--- src/rtl/instr_fetch_issue.sv ---
// Fetch/decode/issue front end for a multi-cycle MIPS core: one instruction in flight.
// Optional build macro ILLEGAL_OPCODE_TRAP_EN traps unknown opcodes into a HALT state.
module instr_fetch_issue #(
    parameter int unsigned       ADDR_W   = 32,
    parameter logic [ADDR_W-1:0] RESET_PC = '0
) (
    input  logic              clk,
    input  logic              rst,
    output logic              imem_req,
    output logic [ADDR_W-1:0] imem_addr,
    input  logic              imem_ack,
    input  logic [31:0]       imem_rdata,
    input  logic              stall,
    input  logic              branch,
    input  logic              zero,
    output logic [5:0]        opcode,
    output logic [5:0]        func,
    output logic [4:0]        rs,
    output logic [4:0]        rt,
    output logic [4:0]        rd,
    output logic [15:0]       imm,
    output logic              instr_valid,
    output logic [ADDR_W-1:0] pc_out,
    output logic              halted
);

`ifdef ILLEGAL_OPCODE_TRAP_EN
    typedef enum logic [1:0] {S_FETCH, S_ISSUE, S_RESOLVE, S_HALT} state_t;
`else
    typedef enum logic [1:0] {S_FETCH, S_ISSUE, S_RESOLVE} state_t;
`endif

    state_t            state_q, state_d;
    logic [ADDR_W-1:0] pc_q, pc_d;
    logic [31:0]       ir_q, ir_d;
    logic              req_q, req_d;

    // Branch offset is a signed word count relative to the following instruction.
    function automatic logic [ADDR_W-1:0] next_pc(input logic [ADDR_W-1:0] pc,
                                                  input logic signed [15:0] off,
                                                  input logic taken);
        logic signed [ADDR_W-1:0] disp;
        disp = {{(ADDR_W-16){off[15]}}, off};
        return pc + ADDR_W'(4) + (taken ? (disp <<< 2) : '0);
    endfunction

`ifdef ILLEGAL_OPCODE_TRAP_EN
    function automatic logic legal_opcode(input logic [5:0] op);
        return (op == 6'b000000) || (op == 6'b100011) ||
               (op == 6'b101011) || (op == 6'b000100);
    endfunction
`endif

    always_ff @(posedge clk or posedge rst) begin
        if (rst) begin
            state_q <= S_FETCH;
            pc_q    <= RESET_PC;
            ir_q    <= '0;
            req_q   <= 1'b0;
        end else begin
            state_q <= state_d;
            pc_q    <= pc_d;
            ir_q    <= ir_d;
            req_q   <= req_d;
        end
    end

    always_comb begin
        state_d = state_q;
        pc_d    = pc_q;
        ir_d    = ir_q;
        req_d   = req_q;
        case (state_q)
            S_FETCH: begin
                // An ack only counts once the request is actually on the bus.
                if (req_q && imem_ack) begin
                    ir_d    = imem_rdata;
                    req_d   = 1'b0;
                    state_d = S_ISSUE;
                end else begin
                    req_d = 1'b1;
                end
            end
            S_ISSUE: begin
`ifdef ILLEGAL_OPCODE_TRAP_EN
                if (!legal_opcode(ir_q[31:26])) begin
                    state_d = S_HALT;
                end else if (!stall) begin
                    state_d = S_RESOLVE;
                end
`else
                if (!stall) begin
                    state_d = S_RESOLVE;
                end
`endif
            end
            S_RESOLVE: begin
                pc_d    = next_pc(pc_q, ir_q[15:0], branch & zero);
                req_d   = 1'b1;
                state_d = S_FETCH;
            end
`ifdef ILLEGAL_OPCODE_TRAP_EN
            S_HALT: begin
                state_d = S_HALT;
            end
`endif
            default: begin
                state_d = S_FETCH;
            end
        endcase
    end

    assign imem_req  = req_q;
    assign imem_addr = pc_q;
    assign pc_out    = pc_q;
    assign opcode    = ir_q[31:26];
    assign rs        = ir_q[25:21];
    assign rt        = ir_q[20:16];
    assign rd        = ir_q[15:11];
    assign func      = ir_q[5:0];
    assign imm       = ir_q[15:0];

`ifdef ILLEGAL_OPCODE_TRAP_EN
    assign instr_valid = (state_q == S_ISSUE) && legal_opcode(ir_q[31:26]);
    assign halted      = (state_q == S_HALT);
`else
    assign instr_valid = (state_q == S_ISSUE);
    assign halted      = 1'b0;
`endif

endmodule

--- config.mk ---
export PLATFORM = sky130hd
export DESIGN_NAME = instr_fetch_issue
export DESIGN_NICKNAME = d
export VERILOG_FILES = /design/src/rtl/instr_fetch_issue.sv
export SDC_FILE = /design/constraint.sdc
export NUM_CORES = 1
export LEC_CHECK = 0
export ABC_AREA = 1
export CAP_MARGIN = 20
export CORE_UTILIZATION = 40
export CTS_BUF_LIST = sky130_fd_sc_hd__clkbuf_8
export DETAILED_ROUTE_END_ITERATION = 12
export PLACE_DENSITY = 0.72
export SLEW_MARGIN = 30
export SYNTH_ARGS = -nofsm -noshare
export SYNTH_HDL_FRONTEND = slang
export SYNTH_SLANG_ARGS = --single-unit
--- constraint.sdc ---
create_clock -name clk -period 4.7 [get_ports clk]
set_input_delay 0.94 -clock clk [delete_from_list [all_inputs] [get_ports clk]]
set_output_delay 0.94 -clock clk [all_outputs]
set_load 0.02 [all_outputs]
layer_met4.png
The bar under the picture is 20 µm long. Supply wires on this layer in gray.
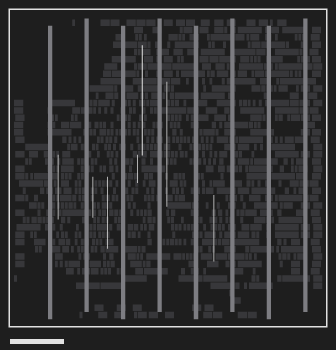
wire length on this layer: 187 µm
share of all routed wire: 1.4%
nets with wire on the layer: 6
longest straight run: 46.2 µm
main direction: vertical

clocks.png
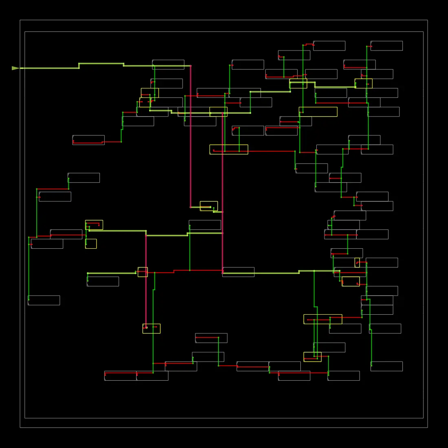
number of buffers created by CTS: 9
clock buffer instance count of the final layout: 9
Clk power: 0.597 mW

==> run summary <==
Item: results of the latest flow run.

- The run finished with clean final reports.
- The count of instantiated cells in the yosys netlist is 817.
- STA classifies the critical path endpoint as a flip-flop.
- The number of buffers inserted by post-CTS setup repair is 0.
- The remaining number of nets flagged by the antenna check after routing is 0.
- The max-capacitance violation count is 0.
- For reference, the final report shows the hold violation count at 0.
- After synthesis, the chip area reported by Yosys is 5350 µm².
- Setup repair after global routing left no endpoint under its margin.
- The largest individual stage delay along the critical path comes from the cell sky130_fd_sc_hd__clkdlybuf4s50_1.
- Note, the detailed placer reported a final HPWL of 10600 µm.
- In this run the cell area of the synthesized design comes to 5350 µm².
- The final setup skew is 0.0162 ns.
- In this run, the synthesized area fraction spent on AND-OR/OR-AND gates is recorded as 5.05%.
- The clock network fraction of total power is 13.3%.
- By area, the combinational part of the netlist is dominated by simple AND/OR/NAND/NOR gates.
- The netlist uses 27 different library cells.
- Per the gpl log, the routability congestion estimate is 0.976.
- The cell sequence reported for the critical path is clkdlybuf4s50_1 > nand2_2 > nor2_1 > ha_1 > ha_1 > fa_1 > nand3_1 > nand3_1 > nand3_1 > nand3b_1 > nand2_1 > nand3_1 > nand3_1 > nand2_1.
- Summed over all routing layers, the global router reports a total usage of 20.3%.
- The filler-free cell count of the finished design is 1093.
- The number of placed I/O pins is 148.
- The report shows a maximum critical-path fanout of 15.
- The transition time at the pin with the least slew margin is 0.852 ns.
- For this run, the post-layout net count is 998.
- The cell count after synthesis is 817.
- The kind of path behind the tightest hold check is flip-flop to flip-flop.
- The placement row count is 41.
- The core region is 12800 µm².
- The hold path startpoint is ir_q[21]$_DFFE_PP0P_.
- Tracing the worst setup path back leads to its startpoint at zero.
- The OpenROAD report gives the critical path a required time of 4.96 ns.
- Sorting the synthesized cells by area gives the leading types as sky130_fd_sc_hd__dfrtp_1, sky130_fd_sc_hd__nand2_1, sky130_fd_sc_hd__ha_1.
- The headroom to the max-slew limit is 43.2%.
- The clock tree buffer depth is 2.
- The quantity of gates resized following cts is 0.
- The clock slew seen by the registers of the worst setup and hold paths is 0.07 ns.
- The most numerous cell type found on the critical path is sky130_fd_sc_hd__nand3_1.
- The post-synthesis share of cell area spent on xor and xnor gates is 4.10%.
- The minimum clock period is 3.43 ns.
- Based on the critical path, the design can be clocked at up to 0.291 GHz.
- For this run, the share of the core covered by cells in the final layout is 53.4%.
- The share of the Yosys chip area taken by registers is 30.4%.
- The number of DRC violations after detailed routing is 0.
- The area of the die is 13800 µm².
- The arrival time of data at the worst endpoint is listed as 3.70 ns.
- Per the OpenROAD floorplan log, the width of the die is 118 µm.
- The end-of-flow timing check tallies setup violations at 0.
- The total congestion overflow is 0.
- Sorting the synthesized cells by how often they occur yields sky130_fd_sc_hd__nand2_1, sky130_fd_sc_hd__inv_1, sky130_fd_sc_hd__nor2_1.
- For reference, simple AND, OR, NAND and NOR cells occupy 33.0% of the area reported after synthesis.
- The worst setup path is of the input port to flip-flop kind.
- The synthesized netlist devotes 10.4% of its cell area to adder and majority cells.
- The overall power of the completed layout is 4.47 mW.
- Once placement completed, the tool counted placed cells totaling 1077.
- The number of warning messages in the yosys log is 0.
- The internal cell power is 2.40 mW.
- The synthesized area divided by synthesized cell count is 6.54 µm².
- The count of H-tree levels built during CTS is 3.
- The clock tree from TritonCTS is done.
- For this run, asynchronously set or reset flops after synthesis account for 100%.
- The first-pass iteration count of the detailed router is 5.
- In this run the power spent charging and discharging nets is 2.08 mW.
- The highest supply drop recorded on VDD is 0.268 mV.
- The commonest register cell is sky130_fd_sc_hd__dfrtp_1.
- The share of the synthesized area in the top cell type is 30.4%.
- The total of buffers placed on input and output ports is 142.
- The first global-routing pass estimated 22400 µm of wire.
- The number of global-route vias before repair is 4643.
- Grouping stages by cell kind, the critical path spends the most delay in simple AND/OR/NAND/NOR gates.
- The largest single stage delay on the critical path is 0.51 ns.
- The number of sinks handled by clock tree synthesis is 65.
- After filler insertion, the fill cell instance count of the layout stands at 1309.
- Counting flops and latches in the post-synthesis netlist gives 65.
- The number of warnings in the stage logs is 26.
- Entering global routing, the biggest net connects 66 pins.
- The area growth from synthesis to layout is 28.2%.
- The via density per instance is 4.59.
- In the final timing run, aggregate negative setup slack is 0 ns.
- The cell leakage power is 3.73 nW.
- Of all cell types, the one taking the most synthesized area is sky130_fd_sc_hd__dfrtp_1.
- The layout summary lists the proportion of cells stronger than drive strength 1 as 3.04%.
- The clock tree root buffer cell is sky130_fd_sc_hd__clkbuf_8.
- The antenna diode instance count is 0.
- The script computed the net switching share of total power as 46.4%.
- The number of enable-type register cells in the synthesized netlist is 0.
- After layout, the worst path uses 73.0% of the clock period.
- Before placement the cells fill 41.7% of the core.
- The routed wire length per instance is 12.4 µm.
- The launch point of the worst register-to-register path is recorded as ir_q[1]$_DFFE_PP0P_.
- The part of the total power dissipated in combinational logic is 62.6%.
- The vertical die dimension reported for this design is 118 µm.
- Per the skew report, the later register of the worst-skew pair sees a clock latency of 0.38 ns.
- The most flop-heavy register is ir_q.
- Per the post-run analysis, buffers plus inverters along the critical path come to 1.
- The relative contribution of sequential cells to total power is 24.1%.
- The mux contribution to synthesized area is 0%.
- The count of routing violations after the opening detailed-route iteration is 216.
- The register with the most flip-flops in the layout has 32 of them.
- The worst setup path is launched from an input port.
- The number of hold buffers added after CTS was 0.
- The number of antenna violations at the first check in global routing is 0.
- Per the summary, power density relative to cell area is 653 nW/µm².
- Per the final report, max-transition violations number 0.
- The cell with the most instances after synthesis is sky130_fd_sc_hd__nand2_1.
- The worst hold slack across all endpoints is 0.476 ns.
layer_met3.png
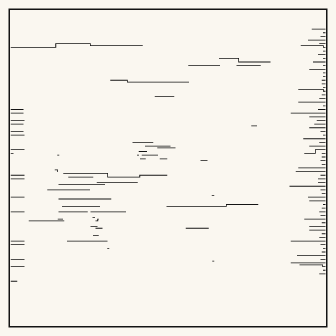
share of all routed wire: 5.5%
longest straight run: 22.8 µm
nets with wire on the layer: 112
main direction: horizontal
Vias: 5017
detailed-route wire length: 13600 µm
routing usage on met3: 4.75%

layer_met2.png
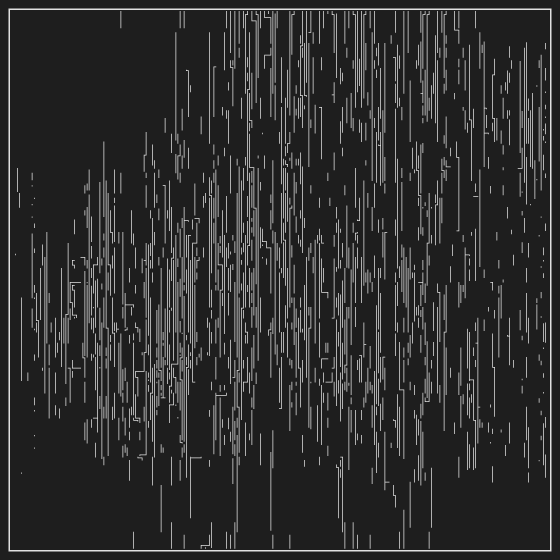
main direction: vertical
wire length on this layer: 6360 µm
share of all routed wire: 47%
nets with wire on the layer: 770
longest straight run: 41.8 µm

power groups by stage:
stage / clock [mW] / combinational (mW) / sequential [mW]
5_1_grt: 0.636 / 3.07 / 1.12
6_report: 0.597 / 2.80 / 1.08
3_5_place_dp: 0 / 2.81 / 1.09
3_3_place_gp: 0 / 2.78 / 1.08
2_1_floorplan: 0 / 1.59 / 1.35
4_1_cts: 0.614 / 2.82 / 1.08
per-stage QoR:
stage / setup slack (ns) / cell area (µm²)
final: 1.27 / 6850
after global routing: 1.02 / 6850
after CTS: 1.27 / 6850
after detailed placement: 0.871 / 6610
after global placement: 0.927 / 6610
after floorplan: 1.52 / 5360
worst paths after layout:
check / end / slack [ns] / cells past startpoint
max in group asynchronous: imem_addr[20]$_DFFE_PP0P_ / 3.00 / 3
min in group asynchronous: ir_q[27]$_DFFE_PP0P_ / 1.14 / 3
min reg2reg: ir_q[21]$_DFFE_PP0P_ / 0.48 / 2
min: ir_q[21]$_DFFE_PP0P_ / 0.48 / 2
max reg2reg: imem_addr[31]$_DFFE_PP0P_ / 2.19 / 13
max: imem_addr[31]$_DFFE_PP0P_ / 1.27 / 14
metal layers:
layer | GRT usage (%) | share of wire, % | up-vias
met4 | 6.49 | 1.4 | 0
met2 | 34.3 | 47 | 155
met1 | 25.3 | 46 | 2213
met5 | 0 | 0 | -
li1 | - | - | 2633
met3 | 4.75 | 5.5 | 16
cell usage in the layout (no fill, tap or decap):
cell	Yosys	routed
sky130_fd_sc_hd__o21bai_1	1	1
sky130_fd_sc_hd__inv_1	129	128
sky130_fd_sc_hd__nor2_8	1	1
sky130_fd_sc_hd__nor2_1	68	68
sky130_fd_sc_hd__o21ai_1	21	21
sky130_fd_sc_hd__dfrtp_1	65	65
sky130_fd_sc_hd__clkinvlp_4	0	1
sky130_fd_sc_hd__nand2_1	310	310
sky130_fd_sc_hd__buf_4	46	2
sky130_fd_sc_hd__nor3_1	1	1
sky130_fd_sc_hd__nor2_2	1	1
sky130_fd_sc_hd__a21oi_1	15	15
sky130_fd_sc_hd__conb_1	1	5
sky130_fd_sc_hd__nand4_1	5	5
sky130_fd_sc_hd__nand3_1	36	36
sky130_fd_sc_hd__xor2_1	14	14
sky130_fd_sc_hd__clkinv_4	0	1
sky130_fd_sc_hd__o21ai_0	15	15
sky130_fd_sc_hd__xnor2_1	11	11
sky130_fd_sc_hd__nand4_2	1	1
sky130_fd_sc_hd__inv_6	0	1
sky130_fd_sc_hd__fa_1	1	1
sky130_fd_sc_hd__a21o_1	1	1
sky130_fd_sc_hd__ha_1	43	43
sky130_fd_sc_hd__or2_1	1	1
sky130_fd_sc_hd__clkdlybuf4s50_1	0	142
sky130_fd_sc_hd__nand2_2	1	1
sky130_fd_sc_hd__nand3b_1	10	10
sky130_fd_sc_hd__bufinv_16	0	3
sky130_fd_sc_hd__clkbuf_8	0	9
sky130_fd_sc_hd__inv_2	5	7
final cells by class:
class / count / area, µm² / share of cell area [%]
timing repair buffer: 144 / 1440 / 21.0
tap: 172 / 215 / 3.14
multi-input combinational: 562 / 2830 / 41.3
sequential: 65 / 1630 / 23.7
clock inverter: 7 / 119 / 1.73
clock buffer: 9 / 124 / 1.81
inverter: 134 / 503 / 7.34
Power is estimated from default activity; no workload was simulated.
